$ cat config.mk
export PLATFORM = sky130hd
export DESIGN_NAME = writeback_arbiter
export DESIGN_NICKNAME = d
export VERILOG_FILES = /design/src/rtl/writeback_arbiter.sv
export SDC_FILE = /design/constraint.sdc
export NUM_CORES = 1
export LEC_CHECK = 0
export ABC_AREA = 1
export CAP_MARGIN = 20
export CORE_ASPECT_RATIO = 0.75
export CORE_UTILIZATION = 58
export CTS_CLUSTER_SIZE = 16
export DETAILED_ROUTE_END_ITERATION = 8
export GPL_TIMING_DRIVEN = 0
export PLACE_DENSITY = 0.88
export SYNTH_ARGS = -nofsm -noshare
export SYNTH_HDL_FRONTEND = slang
export SYNTH_SLANG_ARGS = --single-unit
export TNS_END_PERCENT = 10
$ cat constraint.sdc
create_clock -name clk -period 4.9 [get_ports clk]
set_input_delay 0.49 -clock clk [delete_from_list [all_inputs] [get_ports clk]]
set_output_delay 0.49 -clock clk [all_outputs]
set_load 0.005 [all_outputs]
$ cat src/rtl/writeback_arbiter.sv
// Register-file write-port arbiter: fixed-latency channel A beats a FIFO-buffered channel B,
// with a starvation stall request. Optional WB_SCOREBOARD_EN adds a pending-write query port.
module writeback_arbiter #(
  parameter int unsigned BIT_COUNT      = 32,
  parameter int unsigned REGISTER_COUNT = 32,
  parameter int unsigned QUEUE_DEPTH    = 4,
  parameter int unsigned MAX_STARVE     = 3
) (
  input  logic                              clk,
  input  logic                              reset,
  input  logic                              AValid,
  input  logic [$clog2(REGISTER_COUNT)-1:0] ARd,
  input  logic [BIT_COUNT-1:0]              AData,
  input  logic                              BValid,
  output logic                              BReady,
  input  logic [$clog2(REGISTER_COUNT)-1:0] BRd,
  input  logic [BIT_COUNT-1:0]              BData,
  output logic                              PipeStall,
  output logic [$clog2(QUEUE_DEPTH):0]      Pending,
  output logic                              WriteEnable,
  output logic [$clog2(REGISTER_COUNT)-1:0] rd1Adr,
  output logic [BIT_COUNT-1:0]              Rd1
`ifdef WB_SCOREBOARD_EN
  ,
  input  logic [$clog2(REGISTER_COUNT)-1:0] QueryAdr,
  output logic                              QueryPending
`endif
);

  localparam int unsigned AW = $clog2(REGISTER_COUNT);
  localparam int unsigned PW = $clog2(QUEUE_DEPTH);
  localparam int unsigned CW = PW + 1;
  localparam int unsigned SW = $clog2(MAX_STARVE + 2);

  typedef enum logic [1:0] {StIdle, StBlocked, StStall} state_e;

  logic [AW-1:0]        rd_mem   [QUEUE_DEPTH];
  logic [BIT_COUNT-1:0] data_mem [QUEUE_DEPTH];

  logic [PW-1:0]        wr_ptr_q, rd_ptr_q;
  logic [CW-1:0]        count_q, count_d;
  state_e               state_q;
  logic [SW-1:0]        starve_q, starve_inc;
  logic                 stall_q;
  logic                 we_q;
  logic [AW-1:0]        adr_q;
  logic [BIT_COUNT-1:0] data_q;

  logic                 full, empty, push, pop, blocked, sel_valid;
  logic [AW-1:0]        sel_rd;
  logic [BIT_COUNT-1:0] sel_data;

  assign full       = (count_q == CW'(QUEUE_DEPTH));
  assign empty      = (count_q == '0);
  assign BReady     = reset && !full;
  assign push       = BValid && BReady;
  assign pop        = !AValid && !empty;
  assign blocked    = AValid && !empty;
  assign sel_valid  = AValid || !empty;
  assign sel_rd     = AValid ? ARd : rd_mem[rd_ptr_q];
  assign sel_data   = AValid ? AData : data_mem[rd_ptr_q];
  assign starve_inc = starve_q + SW'(1);

  always_comb begin
    count_d = count_q;
    if (push && !pop) begin
      count_d = count_q + CW'(1);
    end else if (pop && !push) begin
      count_d = count_q - CW'(1);
    end
  end

  // Storage needs no reset: occupancy alone decides which entries are live.
  always_ff @(posedge clk) begin
    if (push) begin
      rd_mem[wr_ptr_q]   <= BRd;
      data_mem[wr_ptr_q] <= BData;
    end
  end

  always_ff @(posedge clk) begin
    if (!reset) begin
      wr_ptr_q <= '0;
      rd_ptr_q <= '0;
      count_q  <= '0;
      state_q  <= StIdle;
      starve_q <= '0;
      stall_q  <= 1'b0;
      we_q     <= 1'b0;
      adr_q    <= '0;
      data_q   <= '0;
    end else begin
      if (push) wr_ptr_q <= wr_ptr_q + PW'(1);
      if (pop)  rd_ptr_q <= rd_ptr_q + PW'(1);
      count_q <= count_d;

      if (sel_valid) begin
        we_q   <= (sel_rd != '0);
        adr_q  <= sel_rd;
        data_q <= sel_data;
      end else begin
        we_q <= 1'b0;
      end

      stall_q <= 1'b0;
      unique case (state_q)
        StIdle: begin
          starve_q <= blocked ? SW'(1) : '0;
          if (blocked) begin
            if (MAX_STARVE <= 1) begin
              state_q  <= StStall;
              stall_q  <= 1'b1;
              starve_q <= '0;
            end else begin
              state_q <= StBlocked;
            end
          end
        end
        StBlocked: begin
          if (blocked) begin
            if (32'(starve_inc) >= MAX_STARVE) begin
              state_q  <= StStall;
              stall_q  <= 1'b1;
              starve_q <= '0;
            end else begin
              starve_q <= starve_inc;
            end
          end else begin
            state_q  <= StIdle;
            starve_q <= '0;
          end
        end
        StStall: begin
          // Upstream ignored the stall: this cycle already counts as one blocked cycle.
          state_q  <= blocked ? StBlocked : StIdle;
          starve_q <= blocked ? SW'(1) : '0;
        end
        default: begin
          state_q  <= StIdle;
          starve_q <= '0;
        end
      endcase
    end
  end

  assign PipeStall   = stall_q;
  assign Pending     = count_q;
  assign WriteEnable = we_q;
  assign rd1Adr      = adr_q;
  assign Rd1         = data_q;

`ifdef WB_SCOREBOARD_EN
  logic          fifo_hit;
  logic [PW-1:0] slot_off;

  always_comb begin
    fifo_hit = 1'b0;
    slot_off = '0;
    for (int i = 0; i < int'(QUEUE_DEPTH); i++) begin
      slot_off = PW'(i) - rd_ptr_q;
      if ((CW'(slot_off) < count_q) && (rd_mem[i] == QueryAdr)) fifo_hit = 1'b1;
    end
  end

  assign QueryPending = (QueryAdr != '0) && (fifo_hit || (we_q && (adr_q == QueryAdr)));
`endif

endmodule

==> job_summary.md, run 1 <==
### Yosys + OpenROAD results

| Metric | Value |
|---|---|
| NonClk Buf Share | 15.5% |
| Place WS | ~1.7 ns |
| Synth area leader | edfxtp_1 |
| Most instantiated logic cell after routing | edfxtp_1 |
| N_taps | 171 |
| Floorplan Utilization | 60.0% |
| Inverter count | 38 |
| Setup bufs post-CTS | 0 |
| Clk sink count | around 200 |
| Drt pass-1 iters | 5 |
| PwrDens | roughly 500 mW/mm^2 |
| Maximum clock rate | 351 MHz |
| Die Ht | between 100 and 150 um |
| Synth Instances | around 680 |
| Finished Layout Cells | 1,005 |
| MI comb cells | between 300 and 400 |
| # diodes | 0 |
| RSZ-0062 raised after global routing | no |
| Syn-to-layout area delta | 26.7% |
| Post-Synthesis Cell Area | about 0.0079 mm^2 |
| FF-to-FF End | Pending[2]$_SDFFE_PN0P_ |
| Max-area cell class | flip-flops and latches |
| Simple share | under 10% |
| Reg2reg start | Pending[0]$_SDFFE_PN0P_ |
| P_seq | 2.13 mW |
| Seq share, synth | about 70% |
| CP Class | in2reg |
| Synth mux share | 0% |
| Setup_tns | 0 ns |
| GP Congestion | 0.844 |
| Logic share of the area | between 10% and 20% |
| Worst setup endpoint | Pending[2]$_SDFFE_PN0P_ |
| Clock share of power | between 20 and 30% |
| Int Pwr | 3.39 mW |
| Placement Cell Area | around 0.0094 mm^2 |
| Critical path depth | 12 |
| Maximum VDD drop | around 0.35 mV |
| Fa+ha+maj area frac | approximately 1.4% |
| Chip area estimate from yosys synthesis | ~0.0079 mm^2 |
| CP cell instances | clkdlybuf4s50_1, inv_1, a21oi_2, nand2_1, inv_1, ha_1, inv_1, fa_1, a21oi_1, o21ai_0, o21ai_0, a21oi_1 |
| Xor+xnor area frac | less than 1% |
| Worst Hold Endpoint | Rd1[30]$_SDFFE_PN0N_ |
| Wire per inst | roughly 20 um |
| Placed Cells | roughly 970 |
| # DRC | 0 |
| Yosys cell count | ~680 |
| Tool warnings | 30 |
| Crit-path max FO | 9 |
| Share of cells above drive strength 1 | ~7.7% |
| 1st-iter DRT viols | between 800 and 900 |
| Max-slew headroom | 53.1% |
| CTS tree | yes |
| H-Tree Depth | 1 |
| P_leak | around 3.6 nW |
| Critical Path Sink Type | flop |
| Final #Nets | roughly 900 |
| CP bufs+invs | 4 |
| Slowest cell on the critical path | clkdlybuf4s50_1 |
| Clk slew on worst S/H paths | 0.07 ns |
| Vias in the first global route | a little under 6,000 |
| TritonCTS Buffers | 18 |
| Final worst slack | 2.05 ns |
| DR top layer | met4 |
| Top Layout Cells | edfxtp_1, clkdlybuf4s50_1, nand2_1, o21ai_0, nor2_1 |
| Filler Cell Count | approximately 790 |
| Number of I/O port buffers | about 120 |
| Clock-cell share | approximately 5.7% |
| Min-delay src | AValid |
| Met3 WL | 2250 um |
| Clock Path Buffers | 3 |
| Final hold violations | 0 |
| CTS Hold Bufs | 0 |
| Tightest Pin Transition | between 0.7 and 0.8 ns |
| Clk ins delay skew pair | about 0.5 ns |
| Die X | roughly 140 um |
| Min-Delay Path Class | in2reg |
| Final instance area | around 0.01 mm^2 |
| Crit path launch type | input port |
| Logic area | 0.00198 mm^2 |
| Initial antenna violation count | 0 |
| CP Data Required Time | roughly 5.3 ns |
| Syn_nets | between 700 and 800 |
| Crit-path leading delay family | buffers and inverters |
| Max-cap viol count | 0 |
| Top Ports | about 120 |
| Reg2reg setup slack | around 2.4 ns |
| Pwr top | sequential cells |
| Yosys warns | 0 |
| Compound Share, Synth | a little over an eighth |
| Main area contributors | edfxtp_1, dfxtp_1, o21ai_0 |
| Total power | slightly below 5 mW |
| Pin count of the biggest net entering global routing | 23 |
| Most used cell, CP | inv_1 |
| Main logic family | AND-OR/OR-AND gates |
| Status | complete, no violations |
| Global-route wire length before repair | ~31,000 um |
| Floorplan row count | 36 |
| GRT Residual Overflow | 0 |
| Fin Clk Skew | ~0.018 ns |
| CP peak stage delay | 0.67 ns |
| Post-DRT Antenna Nets | 0 |
| DR WL met2 | between 9000 and 10,000 um |
| Worst r2r path cells | 11 |
| Clock buf count | 28 |
| Final setup vio count | 0 |
| Flop pwr share | a little over two fifths |
| Cycle use final | slightly below 60% |
| Pins Over Slew Limit | 0 |
| Synth top area share | 56.5% |
| WP data arrival | about 3.2 ns |
| Post-synth regs | 201 |
| Core Footprint | roughly 0.013 mm^2 |
| Full die area | approximately 0.014 mm^2 |
| Comb. pwr | around 1.4 mW |
| Worst setup startpoint | reset |
| Flop Count | 201 |
| Hold Path Stages | 3 |
## run 1: synth_stat cells (all sizes together)
cell    number
nand4        1
dfxtp       53
ha           7
edfxtp     148
nor3         2
fa           1
a31oi       32
o21ai      110
buf         25
a211oi       1
inv         37
clkinv       1
nand3       18
o22ai       32
nor2        77
a21oi       17
clkbuf      17
nand2       95
or2          3
xor2         2
conb         1
## run 1: worst reg2reg max path, delay by kind of cell (launching register included)
kind	cells	cell delay (ns)
simple gates	2	0.50
buf+inv	2	0.23
compound gates	5	0.63
fa+ha+maj	2	0.55
flops	1	0.44
## run 1: sequential cells by signal, indices dropped and copies added, names as in the netlist, 2 cells and up, named ones only
signal    cells
Pending       3
rd_ptr_q      2
state_q       2
starve_q      3
wr_ptr_q      2
rd1Adr        5
data_mem    128
rd_mem       20
Rd1          32
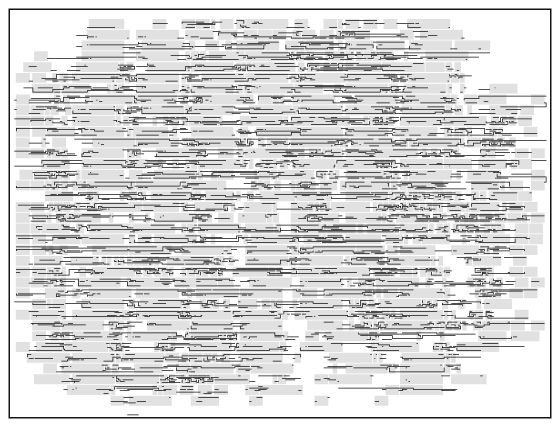
Run 1: met1 routing
share of all routed wire: 40%
nets with wire on the layer: 817
wire length on this layer: 8,100 um
main direction: horizontal
DR vias: 6,078
met1 Use GR: 41.0%
drt total wl: 20,500 um

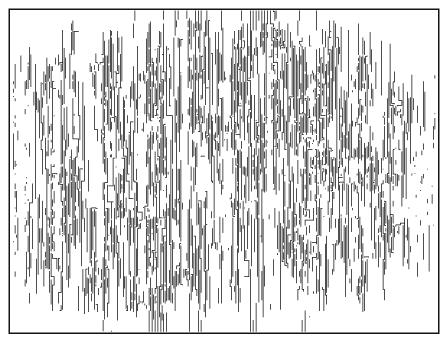
Run 1: met2 routing
longest straight run: 42.8 um
share of all routed wire: 48%
global-route met2 utilization: 48.6%

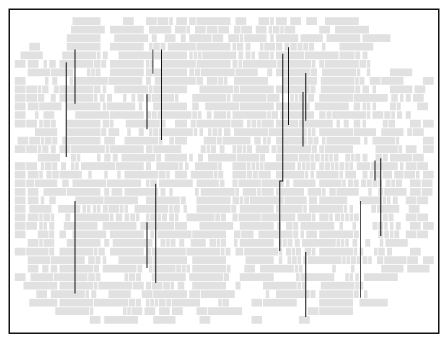
Run 1: metal 4
share of all routed wire: 1.8%
longest straight run: 40.4 um
nets with wire on the layer: 13
main direction: vertical
wire length on this layer: 370 um

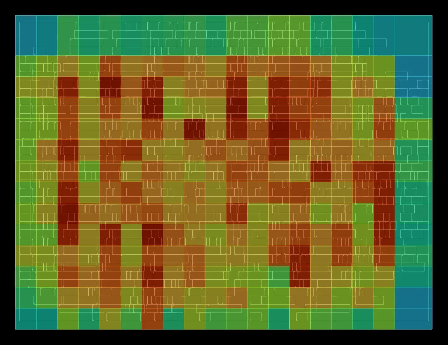
Run 1: routing congestion
global routing's busiest layer: met2
final core area utilization: 76.0%
met3 Use GR: 5.85%

--- run 2 (diff from run 1) ---
--- a/config.mk
+++ b/config.mk
@@ -8,11 +8,11 @@
 export ABC_AREA = 1
 export CAP_MARGIN = 20
 export CORE_ASPECT_RATIO = 0.75
-export CORE_UTILIZATION = 58
+export CORE_UTILIZATION = 54
 export CTS_CLUSTER_SIZE = 16
 export DETAILED_ROUTE_END_ITERATION = 8
 export GPL_TIMING_DRIVEN = 0
-export PLACE_DENSITY = 0.88
+export PLACE_DENSITY = 0.83
 export SYNTH_ARGS = -nofsm -noshare
 export SYNTH_HDL_FRONTEND = slang
 export SYNTH_SLANG_ARGS = --single-unit
==> constraint.sdc (replaced) <==
create_clock -name clk -period 2.8 [get_ports clk]
set_input_delay 0.28 -clock clk [delete_from_list [all_inputs] [get_ports clk]]
set_output_delay 0.28 -clock clk [all_outputs]
set_load 0.005 [all_outputs]
==> job_summary.md, run 2 <==
### Yosys + OpenROAD results

| Metric | Value |
|---|---|
| Pins Over Slew Limit | 0 |
| Number of I/O port buffers | roughly 120 |
| H-Tree Depth | 1 |
| # DRC | 0 |
| Hold Path Stages | 3 |
| Top cells by count | edfxtp_1, nand2_1, nor2_1, o21ai_0, dfxtp_1 |
| Synth mux share | 0% |
| Main area contributors | edfxtp_1, dfxtp_1, o21ai_0 |
| Final instance area | roughly 0.010 mm^2 |
| Full die area | ~0.015 mm^2 |
| Cycle use final | roughly 90% |
| Post-Synthesis Cell Area | between 0.007 and 0.008 mm^2 |
| Vias in the first global route | a little under 6,000 |
| WP data arrival | 2.84 ns |
| CP Data Required Time | between 3 and 4 ns |
| TritonCTS Buffers | 19 |
| Synth area leader | edfxtp_1 |
| Worst r2r path cells | 11 |
| Max-slew headroom | 55.0% |
| DR WL met2 | around 9800 um |
| Most instantiated logic cell after routing | edfxtp_1 |
| Worst Hold Endpoint | Rd1[10]$_SDFFE_PN0N_ |
| Clk sink count | approximately 200 |
| Int Pwr | about 5.9 mW |
| Reg2reg setup slack | between 0.4 and 0.5 ns |
| Main logic family | AND-OR/OR-AND gates |
| Setup bufs post-CTS | 0 |
| Global-route wire length before repair | between 30,000 and 40,000 um |
| Most used cell, CP | inv_1 |
| Share of cells above drive strength 1 | 7.89% |
| Pin count of the biggest net entering global routing | 30 |
| Final setup vio count | 0 |
| Placement Cell Area | 0.00941 mm^2 |
| Max reg flops | about 130 |
| DR top layer | met4 |
| Maximum VDD drop | 0.439 mV |
| CP Class | in2reg |
| CTS Hold Bufs | 0 |
| CP bufs+invs | 4 |
| Crit-path leading delay family | buffers and inverters |
| Fin Clk Skew | 0.00760 ns |
| CTS tree | yes |
| Die X | between 100 and 150 um |
| CP cell instances | clkdlybuf4s50_1, inv_1, a21oi_2, nand2_1, inv_1, ha_1, inv_1, fa_1, a21oi_1, o21ai_0, o21ai_0, a21oi_1 |
| Met3 Use GR | 6.35% |
| Syn_nets | around 770 |
| Main flop type after synthesis | edfxtp_1 |
| Fa+ha+maj area frac | around 1.4% |
| Yosys top cell by instances | edfxtp_1 |
| Min-delay src | AValid |
| Wire per inst | 19.5 um |
| Compound Share, Synth | between 10% and 20% |
| Status | complete, no violations |
| Final #Nets | roughly 910 |
| Worst setup endpoint | Pending[2]$_SDFFE_PN0P_ |
| Xor+xnor area frac | 0.223% |
| Top Ports | around 120 |
| GRT Residual Overflow | 0 |
| Global routing's busiest layer | met2 |
| FF-to-FF End | Pending[2]$_SDFFE_PN0P_ |
| Total power | roughly 8.5 mW |
| Reg2reg start | Pending[0]$_SDFFE_PN0P_ |
| Flop pwr share | between 40 and 50% |
| Simple share | roughly a tenth |
| Post-synth regs | 201 |
| # diodes | 0 |
| Critical Path Sink Type | flop |
| Seq share, synth | 70.0% |
run 2: cell types whose count changed in the layout (fill, tap and decap cells not counted), sizes merged:
cell	change
clkbuf	-3
clkinv	+4
clkinvlp	+1
inv	+1
run 2: area by class of cell:
type / count / area [um^2]
sequential: 201 / 5510
fill: 943 / 3990
multi-input combinational: 399 / 1980
timing repair buffer: 123 / 1270
clock buffer: 25 / 508
buffer: 42 / 258
tap: 195 / 244
inverter: 38 / 145
clock inverter: 9 / 72.6
run 2: power groups by stage:
stage / Clock [mW] / Sequential (mW) / Combinational, mW
after CTS: 2.45 / 3.72 / 2.34
after global placement: 0 / 3.77 / 2.18
after detailed placement: 0 / 3.77 / 2.30
after global routing: 2.55 / 3.75 / 2.56
final: 2.43 / 3.72 / 2.36
after floorplan: 0 / 3.77 / 1.23
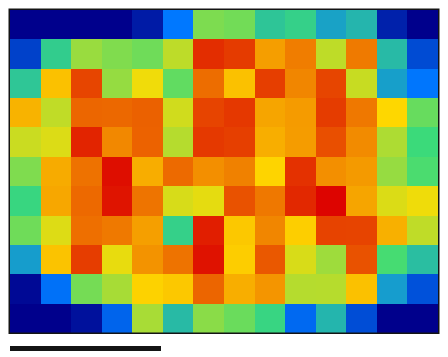
Run 2: cell density map
Bar = 50 um. 14 x 11 tiles, from dark blue (low) to red (high), 0 to 100% covered.
nearly empty tiles: 6.5%
tiles over 75% full: 49%
mean over tiles: 65%
fullest tile: 100%
final core area utilization: 71.4%
Core Footprint: 0.0140 mm^2

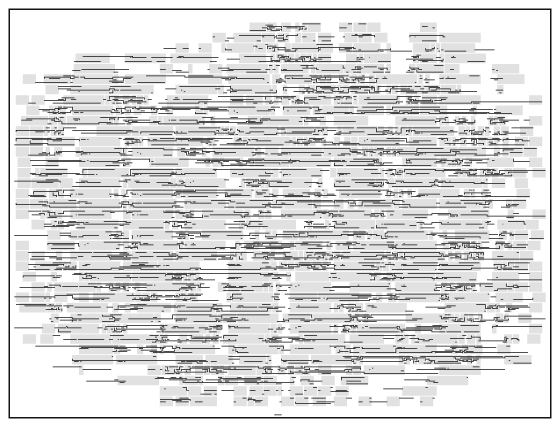
Run 2: met1 routing
longest straight run: 41.9 um
main direction: horizontal
share of all routed wire: 38%
nets with wire on the layer: 819
drt total wl: 20,100 um
met1 Use GR: 34.3%
DR vias: 5,959

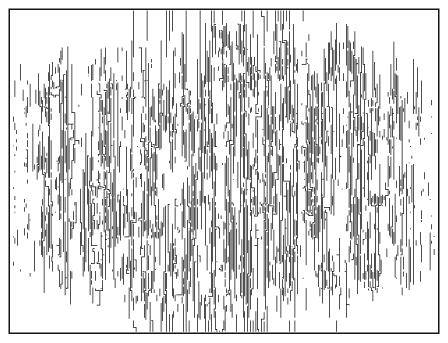
Run 2: met2 routing
wire length on this layer: 9,830 um
main direction: vertical
longest straight run: 79.7 um
nets with wire on the layer: 767
global-route met2 utilization: 46.4%

--- run 3 (diff from run 2) ---
--- a/config.mk
+++ b/config.mk
@@ -12,7 +12,7 @@
 export CTS_CLUSTER_SIZE = 16
 export DETAILED_ROUTE_END_ITERATION = 8
 export GPL_TIMING_DRIVEN = 0
-export PLACE_DENSITY = 0.83
+export PLACE_DENSITY = 0.9
 export SYNTH_ARGS = -nofsm -noshare
 export SYNTH_HDL_FRONTEND = slang
 export SYNTH_SLANG_ARGS = --single-unit
==> job_summary.md, run 3 <==
### Yosys + OpenROAD results

| Metric | Value |
|---|---|
| Setup bufs post-CTS | 0 |
| CP Class | in2reg |
| Core Footprint | ~0.014 mm^2 |
| Crit path launch type | input port |
| Inverter count | 38 |
| DR WL met2 | 8950 um |
| WP data arrival | 3.02 ns |
| Die Ht | approximately 110 um |
| Floorplan row count | 37 |
| FF-to-FF End | Pending[2]$_SDFFE_PN0P_ |
| Logic area | roughly 0.0020 mm^2 |
| Hold Path Stages | 3 |
| Clock buf count | 25 |
| Compound Share, Synth | between 10% and 20% |
| Yosys cell count | around 680 |
| Place WS | -0.207 ns |
| P_leak | 3.64 nW |
| Non-clock buffers | 165 |
| RSZ-0062 raised after global routing | no |
| Reg2reg start | Pending[0]$_SDFFE_PN0P_ |
| Worst setup startpoint | reset |
| Status | complete, no violations |
| Synth area leader | edfxtp_1 |
| Met3 Use GR | around 6.5% |
| N_taps | around 200 |
| Met3 WL | 1900 um |
| Max-cap viol count | 0 |
| CTS Hold Bufs | 0 |
| Simple share | 9.90% |
| Final instance area | 0.0100 mm^2 |
| Final setup vio count | 0 |
| Placement Cell Area | around 0.0094 mm^2 |
| Max-slew headroom | between 50% and 60% |
| Drt total wl | roughly 19,000 um |
| Clk sink count | roughly 200 |
| Full die area | ~0.015 mm^2 |
| Reg area | 0.00551 mm^2 |
| Post-Synthesis Cell Area | 0.00786 mm^2 |
| Worst setup endpoint | Pending[2]$_SDFFE_PN0P_ |
| DR vias | just under 6,000 |
| Xor+xnor area frac | less than 1% |
| Chip area estimate from yosys synthesis | roughly 0.0079 mm^2 |
| Crit-path max FO | 9 |
| Clk ins delay skew pair | just under 0.5 ns |
| Top Layout Cells | edfxtp_1, clkdlybuf4s50_1, nand2_1, o21ai_0, nor2_1 |
| Yosys warns | 0 |
| Placed Cells | 998 |
| Pins Over Slew Limit | 0 |
| Flop Count | roughly 200 |
| Synth top area share | 56.5% |
| Syn_nets | about 770 |
| Worst Hold Endpoint | Rd1[10]$_SDFFE_PN0N_ |
| Max reg flops | 128 |
| 1st-iter DRT viols | ~570 |
| Clock-cell share | roughly 6.1% |
| Finished Layout Cells | between 1,000 and 1,500 |
| Initial antenna violation count | 1 |
| Top cells by count | edfxtp_1, nand2_1, nor2_1, o21ai_0, dfxtp_1 |
| Global routing's busiest layer | met2 |
| Clk slew on worst S/H paths | 0.07 ns |
| Post-synth regs | about 200 |
| Maximum clock rate | around 380 MHz |
| Main logic family | AND-OR/OR-AND gates |
| PwrDens | between 800 and 900 mW/mm^2 |
| Clock Path Buffers | 3 |
| GP Congestion | 0.790 |
| Min-Delay Path Class | in2reg |
| Largest register by flop count | data_mem |
| Global-route met2 utilization | about two fifths |
| # DRC | 0 |
| Drt pass-1 iters | 5 |
| Tightest Pin Transition | roughly 0.74 ns |
| Total power | between 8 and 9 mW |
| TritonCTS Buffers | 19 |
| Share of cells above drive strength 1 | 8.60% |
| Die X | roughly 140 um |
| Flop share of the area | ~55% |
| Wire per inst | 18.9 um |
| Tool warnings | 31 |
| Synth Instances | ~700 |
| Final #Nets | 910 |
| Critical Path Sink Type | flop |
| Worst r2r path cells | 11 |
| Final hold violations | 0 |
| DR top layer | met5 |
| Pin count of the biggest net entering global routing | 30 |
| Post-synth EDFFs | around 150 |
| Logic share of the area | about 20% |
| Yosys top cell by instances | edfxtp_1 |
| H-Tree Depth | 1 |
| Final worst slack | between 0.1 and 0.15 ns |
[run 3: cell types whose count changed in the layout (fill, tap and decap cells not counted)]
cell,previous run,this run
clkinv_2,3,5
clkinv_1,4,1
buf_12,5,4
clkbuf_8,1,4
clkinvlp_4,1,2
clkbuf_1,22,19
buf_16,0,1
[run 3: critical path: stages]
cell and delay (ns):
clkdlybuf4s50_1 0.64, inv_1 0.23, a21oi_2 0.17, nand2_1 0.34, inv_1 0.18, ha_1 0.16, inv_1 0.07, fa_1 0.39
a21oi_1 0.17, o21ai_0 0.14, o21ai_0 0.17, a21oi_1 0.09
[run 3: power breakdown]
group / switching [mW] / internal, mW
registers: 0.174 / 3.55
clock network: 1.07 / 1.45
logic: 1.35 / 0.990
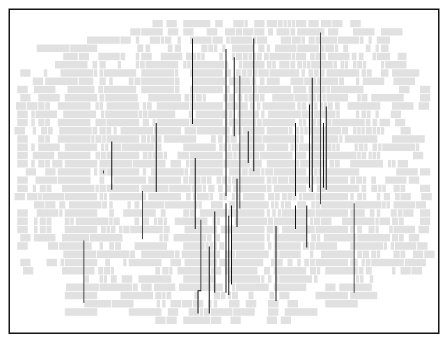
Run 3: metal 4
share of all routed wire: 3.8%
wire length on this layer: 741 um
longest straight run: 56.4 um
main direction: vertical

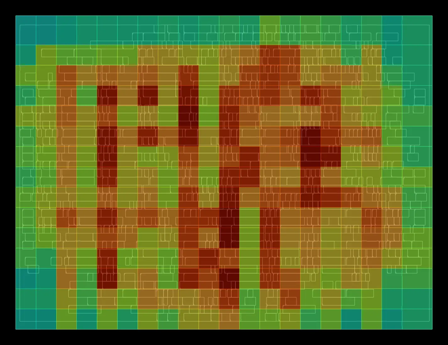
Run 3: routing congestion
met1 Use GR: 34.3%
GRT Overall Usage: 26.4%

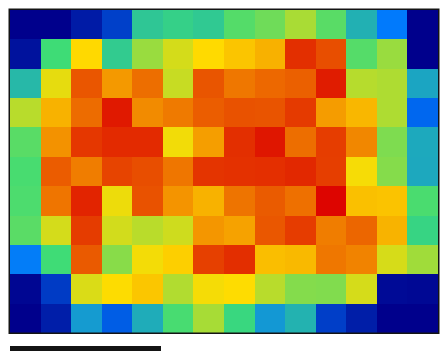
Run 3: cell density map
Bar = 50 um. 14 x 11 tiles, from dark blue (low) to red (high), 0 to 100% covered.
nearly empty tiles: 5.8%
tiles over 75% full: 47%
fullest tile: 99%
Floorplan Utilization: 56.2%
final core area utilization: 71.8%

Power and IR drop assume default switching activity.
